===== src/rtl/jump_base_resolver_if.sv =====
// jump_base_resolver_if: jump-base request, register-file read and writeback bus bundle
interface jump_base_resolver_if #(
   parameter int DATA_W = 16,
   parameter int REG_W  = 4,
   parameter int TAG_W  = 6,
   parameter int NUM_WB = 2,
   parameter int CNT_W  = 8
);
   logic                     has_mispredict;
   logic                     req_valid;
   logic [REG_W-1:0]         req_reg;
   logic                     req_ready;
   logic [REG_W-1:0]         rf_rd_addr;
   logic [DATA_W-1:0]        rf_rd_data;
   logic                     rf_rd_busy;
   logic [TAG_W-1:0]         rf_rd_tag;
   logic [NUM_WB-1:0]        wb_valid;
   logic [NUM_WB*TAG_W-1:0]  wb_tag;
   logic [NUM_WB*DATA_W-1:0] wb_data;
   logic [DATA_W-1:0]        jump_base_out;
   logic                     jump_base_rdy;
   logic [CNT_W-1:0]         wait_cycles;
   modport slave (
      input  has_mispredict, req_valid, req_reg, rf_rd_data, rf_rd_busy, rf_rd_tag,
             wb_valid, wb_tag, wb_data,
      output req_ready, rf_rd_addr, jump_base_out, jump_base_rdy, wait_cycles
   );
   modport master (
      output has_mispredict, req_valid, req_reg, rf_rd_data, rf_rd_busy, rf_rd_tag,
             wb_valid, wb_tag, wb_data,
      input  req_ready, rf_rd_addr, jump_base_out, jump_base_rdy, wait_cycles
   );
endinterface


===== src/rtl/jump_base_resolver.sv =====
// jump_base_resolver: resolves a jump base register, waiting on writeback when in flight
module jump_base_resolver #(
   parameter int DATA_W = 16,
   parameter int REG_W  = 4,
   parameter int TAG_W  = 6,
   parameter int NUM_WB = 2,
   parameter int CNT_W  = 8
) (
   input logic clk,
   input logic rst,
   jump_base_resolver_if.slave bus
);
   typedef enum logic [1:0] {IDLE, LOOKUP, WAIT_WB, RESP} state_t;
   state_t            state_q;
   logic [REG_W-1:0]  addr_q;
   logic [TAG_W-1:0]  tag_q;
   logic [DATA_W-1:0] out_q;
   logic [CNT_W-1:0]  cnt_q;
   logic [TAG_W-1:0]  cmp_tag;
   logic              hit;
   logic [DATA_W-1:0] hit_data;
   assign cmp_tag = state_q == LOOKUP ? bus.rf_rd_tag : tag_q;
   // descending scan so the lowest matching port is the one left standing
   always_comb begin
      hit      = 1'b0;
      hit_data = '0;
      for (int i = NUM_WB - 1; i >= 0; i--)
         if (bus.wb_valid[i] && bus.wb_tag[i*TAG_W +: TAG_W] == cmp_tag) begin
            hit      = 1'b1;
            hit_data = bus.wb_data[i*DATA_W +: DATA_W];
         end
   end
   always_ff @(posedge clk) begin
      if (rst) begin
         state_q <= IDLE;
         addr_q  <= '0;
         tag_q   <= '0;
         out_q   <= '0;
         cnt_q   <= '0;
      end else if (bus.has_mispredict) begin
         state_q <= IDLE;
      end else begin
         case (state_q)
            IDLE: if (bus.req_valid) begin
               addr_q <= bus.req_reg;
               cnt_q  <= '0;
               if (bus.req_reg == '0) begin
                  out_q   <= '0;
                  state_q <= RESP;
               end else state_q <= LOOKUP;
            end
            LOOKUP: if (!bus.rf_rd_busy) begin
               out_q   <= bus.rf_rd_data;
               state_q <= RESP;
            end else if (hit) begin
               out_q   <= hit_data;
               state_q <= RESP;
            end else begin
               tag_q   <= bus.rf_rd_tag;
               state_q <= WAIT_WB;
            end
            WAIT_WB: if (hit) begin
               out_q   <= hit_data;
               state_q <= RESP;
            end else cnt_q <= &cnt_q ? cnt_q : cnt_q + 1'b1;
            default: state_q <= IDLE;
         endcase
      end
   end
   assign bus.req_ready     = state_q == IDLE && !bus.has_mispredict;
   assign bus.jump_base_rdy = state_q == RESP && !bus.has_mispredict;
   assign bus.rf_rd_addr    = addr_q;
   assign bus.jump_base_out = out_q;
   assign bus.wait_cycles   = cnt_q;
endmodule


===== src/flat_wrapper.sv =====
// flat-port wrapper written by rule: the top's interface ports become plain ports
module jump_base_resolver_flat 
#(
   parameter int DATA_W = 16,
   parameter int REG_W  = 4,
   parameter int TAG_W  = 6,
   parameter int NUM_WB = 2,
   parameter int CNT_W  = 8
)
  (clk, rst, bus_has_mispredict, bus_req_valid, bus_req_reg, bus_rf_rd_data, bus_rf_rd_busy, bus_rf_rd_tag, bus_wb_valid, bus_wb_tag, bus_wb_data, bus_req_ready, bus_rf_rd_addr, bus_jump_base_out, bus_jump_base_rdy, bus_wait_cycles);
  jump_base_resolver_if #(.DATA_W(DATA_W), .REG_W(REG_W), .TAG_W(TAG_W), .NUM_WB(NUM_WB), .CNT_W(CNT_W)) bus_i ();
  input logic clk;
  input logic rst;
  input wire logic [$bits(bus_i.has_mispredict)-1:0] bus_has_mispredict;
  input wire logic [$bits(bus_i.req_valid)-1:0] bus_req_valid;
  input wire logic [$bits(bus_i.req_reg)-1:0] bus_req_reg;
  input wire logic [$bits(bus_i.rf_rd_data)-1:0] bus_rf_rd_data;
  input wire logic [$bits(bus_i.rf_rd_busy)-1:0] bus_rf_rd_busy;
  input wire logic [$bits(bus_i.rf_rd_tag)-1:0] bus_rf_rd_tag;
  input wire logic [$bits(bus_i.wb_valid)-1:0] bus_wb_valid;
  input wire logic [$bits(bus_i.wb_tag)-1:0] bus_wb_tag;
  input wire logic [$bits(bus_i.wb_data)-1:0] bus_wb_data;
  output wire logic [$bits(bus_i.req_ready)-1:0] bus_req_ready;
  output wire logic [$bits(bus_i.rf_rd_addr)-1:0] bus_rf_rd_addr;
  output wire logic [$bits(bus_i.jump_base_out)-1:0] bus_jump_base_out;
  output wire logic [$bits(bus_i.jump_base_rdy)-1:0] bus_jump_base_rdy;
  output wire logic [$bits(bus_i.wait_cycles)-1:0] bus_wait_cycles;
  assign bus_i.has_mispredict = bus_has_mispredict;
  assign bus_i.req_valid = bus_req_valid;
  assign bus_i.req_reg = bus_req_reg;
  assign bus_i.rf_rd_data = bus_rf_rd_data;
  assign bus_i.rf_rd_busy = bus_rf_rd_busy;
  assign bus_i.rf_rd_tag = bus_rf_rd_tag;
  assign bus_i.wb_valid = bus_wb_valid;
  assign bus_i.wb_tag = bus_wb_tag;
  assign bus_i.wb_data = bus_wb_data;
  assign bus_req_ready = bus_i.req_ready;
  assign bus_rf_rd_addr = bus_i.rf_rd_addr;
  assign bus_jump_base_out = bus_i.jump_base_out;
  assign bus_jump_base_rdy = bus_i.jump_base_rdy;
  assign bus_wait_cycles = bus_i.wait_cycles;
  jump_base_resolver #(.DATA_W(DATA_W), .REG_W(REG_W), .TAG_W(TAG_W), .NUM_WB(NUM_WB), .CNT_W(CNT_W)) u_core (.clk(clk), .rst(rst), .bus(bus_i));
endmodule

===== config.mk =====
export PLATFORM = sky130hd
export DESIGN_NAME = jump_base_resolver_flat
export DESIGN_NICKNAME = d
export VERILOG_FILES = /design/src/rtl/jump_base_resolver_if.sv /design/src/rtl/jump_base_resolver.sv /design/src/flat_wrapper.sv
export SDC_FILE = /design/constraint.sdc
export NUM_CORES = 1
export LEC_CHECK = 0
export CELL_PAD_IN_SITES_DETAIL_PLACEMENT = 1
export CELL_PAD_IN_SITES_GLOBAL_PLACEMENT = 1
export CORE_UTILIZATION = 28
export DETAILED_ROUTE_END_ITERATION = 7
export PLACE_DENSITY_LB_ADDON = 0.1
export SETUP_SLACK_MARGIN = 0.05
export SLEW_MARGIN = 25
export SYNTH_ARGS = -nofsm -noshare
export SYNTH_HDL_FRONTEND = slang
export SYNTH_SLANG_ARGS = --single-unit

===== constraint.sdc =====
create_clock -name clk -period 2.23 [get_ports clk]
set_clock_uncertainty 0.15 [all_clocks]
set_input_delay 0.223 -clock clk [delete_from_list [all_inputs] [get_ports clk]]
set_output_delay 0.223 -clock clk [all_outputs]
set_load 0.005 [all_outputs]

==> flow_metrics.py <==
# Flow results
metrics = {
    "route": {
        "postRouteAntennaNets": 0,
        "via_count": 2570,
        "wl_mm": 8.302,
        "drt-initial-drc-count": 53,
    },
    "synthesis": {
        "yosysWarnings": 0,
        "ys_sh_mux_pct": 11.70,
        "logic_family": "AND-OR/OR-AND gates",
        "ys.flops": 36,
        "synth-cells-yosys": 270,
        "synth_cells": 270,
        "synth.cellmix.simpleShare_pct": 13.98,
        "ys_sh_aoi_pct": 31.33,
        "synthesis.area_mm2": 0.002524,
        "synthArstFlopShare_pct": 0,
        "ys_seq_share_pct": 28.56,
        "avgSynthCellArea_um2": 9.347,
        "synthAdderAreaFrac_pct": 2.975,
        "ff_type": "dfxtp_1",
        "synth_chip_area_mm2": 0.002524,
    },
    "cells_and_area": {
        "final_layout_size_suffix_gt1_share_pct": 19.38,
        "fin_cells": 495,
        "area_growth_syn_to_layout_pct": 60.29,
        "num_antenna_cells": 0,
        "nets": 470,
    },
    "grt": {
        "grtUsageMet2_pct": 31.80,
        "grt_max_degree": 33,
        "grt_pass1_vias": 2813,
        "grt_pass1_wl_mm": 13.95,
        "grt-busiest-layer": "met2",
    },
    "clocking": {
        "clk_root_buffer_cell": "clkbuf_8",
        "cts_tree": "yes",
        "cts_num_sinks": 36,
        "htreeDepth": 2,
        "cts_buffers": 5,
        "cts_buffer_depth": 2,
        "clk_pin_slew_ps": 70,
    },
    "die": {
        "placementRows": 34,
        "die_x_um": 96.94,
        "core_mm2": 0.008721,
        "fp_util_pct": 28.94,
        "chip_area_mm2": 0.009396,
    },
    "flow_run": {
        "cap_violations": 0,
        "warnings": 33,
    },
    "power": {
        "vdd_drop_max_v": 0.0002290,
        "cellPowerDensity_mw_per_mm2": 386.9,
        "leakage_nw": 1.411,
        "power.total_w": 0.001565,
    },
    "run_status": {
        "violations": "setup timing",
        "status": "complete, but fails checks",
    },
    "timing": {
        "setup_viol": 32,
        "drv_slew": 0,
        "finalHoldViolations": 0,
        "fin_ws_ps": -149.9,
        "finalClockPeriodUsage_pct": 106.7,
        "fin_hold_ws_ps": 314.3,
        "grt_setup_unrepaired": "yes",
    },
    "place": {
        "post-dp-hpwl_mm": 6.075,
        "place_congestion": 0.7914,
    },
    "worst_setup_path": {
        "worstPathRequired_ps": 2250,
        "r2r_start": "u_core.state_q[1]$_SDFFE_PP0P_",
        "path_max_fanout": 9,
        "worstSetupStartpoint": "u_core.state_q[1]$_SDFFE_PP0P_",
        "rr_endpoint": "u_core.state_q[1]$_SDFFE_PP0P_",
    },
    "min_path": {
        "holdPathEnd": "u_core.bus.rf_rd_addr[1]$_SDFFE_PP0P_",
        "hold_path_startpoint": "u_core.bus.rf_rd_addr[1]$_SDFFE_PP0P_",
        "hold-path-cell-count": 2,
    },
}
## timing repair
| action | in CTS | in global routing |
|---|---|---|
| setup endpoints to repair | 33 | 32 |
| hold endpoints to repair | 0 | 0 |
| buffers inserted | 1 | 0 |
| resized | 9 | 7 |
## layout make-up
class	count	area [um2]
tap	108	135.1
timing repair buffer	133	1331
clock buffer	7	96.34
sequential	36	723.2
inverter	2	7.507
fill	999	4676
multi-input combinational	209	1752
## sequential cells by signal (all words and copies together) (netlist names)
signal and cells:
u_core.bus.jump_base_out 16, u_core.bus.rf_rd_addr 4, u_core.bus.wait_cycles 8, u_core.state_q 2, u_core.tag_q 6
## kinds of logic (layout without fill, tap and decap cells)
family,after synthesis,after routing
flip-flops,36,36
multiplexers,28,28
buffers and inverters,25,142
XOR/XNOR,15,15
adder cells (fa/ha/maj),6,6
AND/OR/NAND/NOR,60,60
AND-OR/OR-AND,100,100
## power breakdown
part / switching (W) / internal [W] / leakage (nW)
combinational: 0.000172 / 0.000223 / 1.07
sequential: 0.00000587 / 0.000651 / 0.291
clock: 0.000238 / 0.000276 / 0.0503
total: 0.000416 / 0.00115 / 1.41
## critical path: stages, from the launching register on
cell and delay, ps:
dfxtp_2 330, inv_2 70, ha_4 260, mux2i_4 290, xnor2_1 110, nor3_2 270, nand4_4 180, buf_6 210
a31oi_4 210, nand3_1 100, o41ai_1 90
## cell usage after synthesis (5+ instances only)
| cell type | n | area [um2] |
|---|---|---|
| o221ai_2 | 11 | 165.2 |
| a21oi_1 | 24 | 120.1 |
| o21a_1 | 16 | 120.1 |
| mux2i_1 | 24 | 240.2 |
| xnor2_1 | 10 | 87.58 |
| nand3_1 | 10 | 50.05 |
| nor2_1 | 14 | 52.55 |
| a22oi_1 | 16 | 120.1 |
| xor2_1 | 5 | 43.79 |
| o21bai_1 | 16 | 120.1 |
| o221ai_1 | 5 | 43.79 |
| clkbuf_1 | 10 | 37.54 |
| ha_1 | 6 | 75.07 |
| buf_6 | 6 | 67.56 |
| nand2_1 | 12 | 45.04 |
| dfxtp_1 | 36 | 720.7 |
## placed cells by master, fill, tap and decap left out, types with 12 or more instances in the layout
| cell type | netlist | final |
|---|---|---|
| a21oi_1 | 24 | 23 |
| a22oi_1 | 16 | 16 |
| buf_4 | 1 | 19 |
| clkdlybuf4s50_1 | 0 | 105 |
| dfxtp_1 | 36 | 34 |
| mux2i_1 | 24 | 21 |
| nand2_1 | 12 | 12 |
| nor2_1 | 14 | 14 |
| o21a_1 | 16 | 16 |
| o21bai_1 | 16 | 16 |
| o221ai_2 | 11 | 15 |
## layer usage
metal	vias to the layer above	wire length, um
li1	1248	-
met1	1235	3786
met2	79	4065
met3	8	367
met4	0	83
met5	-	0
## metrics by stage
stage,util (%),TNS [ps],cell area (um2),setup slack (ps)
2_1_floorplan,-,0,2590,14.53
3_3_place_gp,44.40,-3139,3872,-138.4
3_5_place_dp,44.40,-5086,3872,-207.6
4_1_cts,46.00,-4073,4011,-174.2
5_1_grt,46.38,-7999,4045,-298.7
6_report,46.38,-3340,4045,-149.9
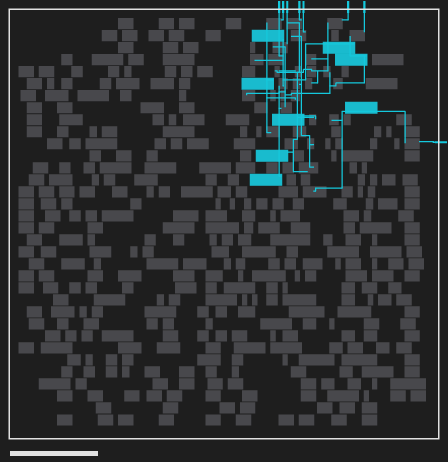
port_trees.png
The bar under the picture is 20 um long.
- bus_wait_cycles: cyan (bits 8; direction output; end cells 8; buffers 10; wire 370 um)
port bufs: 106
Boundary Pins: 107

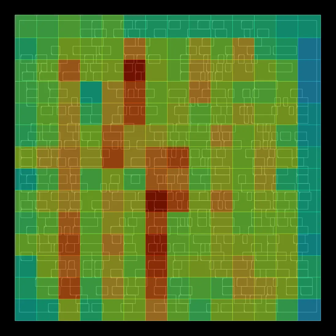
congestion_map.png
met3 Usage GRT: 3.540%
DR WL/cell: 16.77 um

No activity file was given, so power comes from the tool's default toggle rates.
